Design float_div_seq, sky130hd; sources not shown.
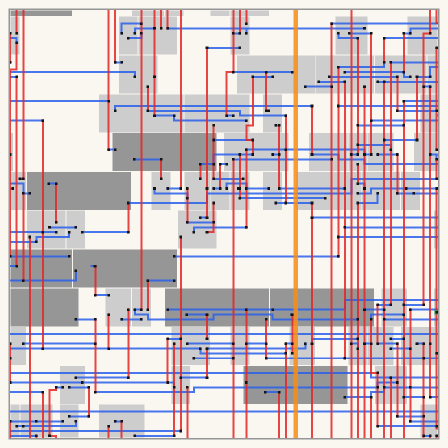
(layout detail)
Window x 66 to 96, y 33 to 63 um. Cells in grey, sequential cells in the stronger grey; small squares are vias.
[met4] orange
[met3] green
[met1] blue
[met2] red
sequential cells in the window: 8
cells with their middle in the window: 53
most frequent: dfxtp_1 (8), nor2_1 (7)

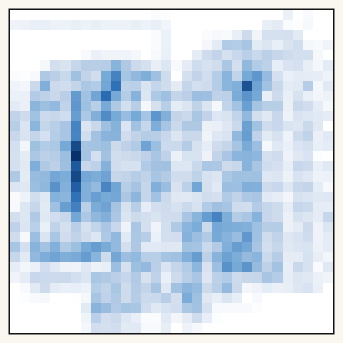
(wiring heat map)
Scale: 2 px per um. The die is cut into 32 by 32 equal tiles; white is low, dark blue is high, scaled to the fullest tile. Values are wire area over tile area, all layers added.
fullest tile: 0.75
nearly empty tiles: 16%
mean over tiles: 0.16
densest ninth of the die: left middle
tiles over half the peak: 6.2%
overall routed net length: 26.7 mm
Vias: 9118
DR WL/cell: 16.4 um
GRT Resource Usage Total: 20.7%

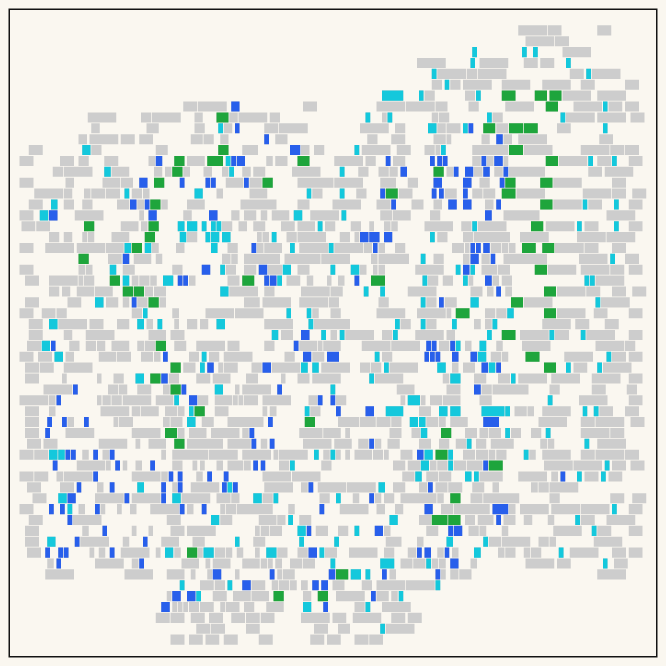
(selected gate families)
Scale: 4 px per um.
[NOR gates] cyan | cells: 203 | where: all over the die
[NAND gates] blue | cells: 174
[AND-OR and OR-AND gates] green | cells: 64
most numerous logic cell after layout: dfxtp_1
fraction of area in multi-input gates: 51.6%
Finished Layout Cells: 1627

==> flow_summary.json <==
{
  "status": "finished clean",
  "most_common_cell": "dfxtp_1",
  "yosys-stat-area_sq_um": 9920,
  "post_cts_resized": 0,
  "cts_hold_buf": 0,
  "numCtsBuffers": 17,
  "die_height_um": 161,
  "crit_type": "reg2reg",
  "relSlewSlack_pct": 44.3,
  "grt_pass1_vias": 8393,
  "antennaDiodeCount": 0,
  "post_cts_buffers": 0,
  "netlist.area_leader.share_pct": 33.3,
  "finalSetupTns_ns": 0,
  "gp_congestion": 0.922,
  "die_w_um": 161,
  "yosys_cells": 1227,
  "io_pins": 104,
  "cap_viol_max_count": 0,
  "clock-sinks": 165,
  "grt_pass1_wl_mm": 43.9,
  "final.setup_skew_ns": 0.0142,
  "topCellsByArea": "dfxtp_1 33%, mux2i_1 6.1%, ha_1 5.4%",
  "crit_buf_inv": 1,
  "slowest_stage": "nor3_4",
  "synthArstFlopShare_pct": 0,
  "critPathMaxStageDelay_ns": 0.63,
  "viasPerCell": 5.60,
  "place_inst": 1595,
  "synth_flops": 165,
  "nets": 1403,
  "cp_top_family": "simple AND/OR/NAND/NOR gates",
  "dr.pass1.iters": 5,
  "rows": 57,
  "setup_violations": 0,
  "portBuffers": 103,
  "fin_crit_sh_pct": 86.5,
  "htreeDepth": 4,
  "crit_path_end_kind": "flop",
  "path_clk_slew_ns": 0.07,
  "cts_tree": "built",
  "synth.distinct_cells": 80,
  "cp.depth": 18,
  "timing.fmax_mhz": 199,
  "fin_crit_ns": 5.02,
  "critical_path.cell_chain": "nand3b_1 -> a2111oi_0 -> buf_4 -> nand4_1 -> nor2_1 -> o211a_1 -> and2_1 -> nand3_1 -> nor3b_1 -> ha_1 -> nor3b_1 -> a21o_1 -> o211ai_1 -> or4_4 -> nand2_4 -> nand2_4 -> nor3_4 -> a32o_1",
  "finalHoldViolations": 0,
  "coreArea_sq_um": 24300,
  "yosys-top-cells-count": "165 x dfxtp_1, 131 x nor2_1, 114 x nand2_1",
  "holdPathStages": 2,
  "drive_above_1_share_pct": 5.37,
  "synth_area_per_cell_sq_um": 8.09,
  "clock_path_buffers": 2,
  "synth.cell_area_sq_um": 9920,
  "largest_area_cell": "dfxtp_1",
  "die-area_sq_um": 26100,
  "hold_path.class": "reg2reg",
  "cp.required_ns": 6.18,
  "cp-start-kind": "flop",
  "grt_max_degree": 64,
  "clock-root-buffer": "clkbuf_16",
  "grt_antenna_before_repair": 0
}
-- power by group --
part           leakage, nW  total (mW)  switching [mW]  internal (mW)
Combinational         2.68        1.64           0.950          0.686
Sequential            1.34        1.32          0.0959           1.22
Clock                0.289        1.17           0.552          0.619
Total                 4.32        4.12            1.60           2.53
-- layout by cell type (no fill, tap or decap), types with 12 or more instances in the layout --
master,instances
nand2b_1,13
o22ai_1,16
buf_4,16
xor2_1,20
a211oi_1,27
nand2_1,114
nand4_1,20
nor3_1,25
nor2_1,131
nor4_1,23
o21ai_0,30
ha_1,42
clkbuf_16,17
nor2b_1,12
a21oi_1,91
inv_1,62
clkdlybuf4s50_1,102
nand3_1,22
xnor2_1,33
mux2i_1,60
a22oi_1,56
a21o_1,18
a22o_1,14
dfxtp_1,164
-- stage by stage --
step                      cell area, sq um  hold slack [ns]  worst slack (ns)  util, %
final                                11800            0.455             0.782     48.5
after global routing                 11800            0.472             0.199     48.5
after CTS                            11800            0.458             0.743     48.5
after detailed placement             11200            0.448             0.766     46.0
after global placement               11200            0.443             0.861     45.9
after floorplan                       9920            0.432              1.06        -
-- worst reg2reg max path: cells and delay by family, from the launching register on --
family / cells / cell delay, ns
buffers and inverters: 1 / 0.20
AND/OR/NAND/NOR: 11 / 2.71
AND-OR/OR-AND: 5 / 1.40
flip-flops: 1 / 0.44
adder cells (fa/ha/maj): 1 / 0.22
-- logic make-up after synthesis --
family	synth area share (%)
AND/OR/NAND/NOR	20.5
AND-OR/OR-AND	23.9
flip-flops	33.3
buffers and inverters	5.55
multiplexers	6.28
XOR/XNOR	4.68
adder cells (fa/ha/maj)	5.83
-- layout make-up --
cell class                 instances  area, sq um
clock buffer                      17          425
tap                              324          405
timing repair buffer             119         1160
inverter                          63          236
clock inverter                    15          175
fill                            2378        12500
sequential                       165         3300
multi-input combinational        924         6080
-- metal layers --
layer	up-vias	part of all wire, %	track usage (%)
met5	-	0	0
met4	0	3.2	8.40
met3	42	4.4	2.80
met2	233	44	32.7
met1	4239	48	28.6
li1	4604	-	-
Power and IR drop assume default switching activity.
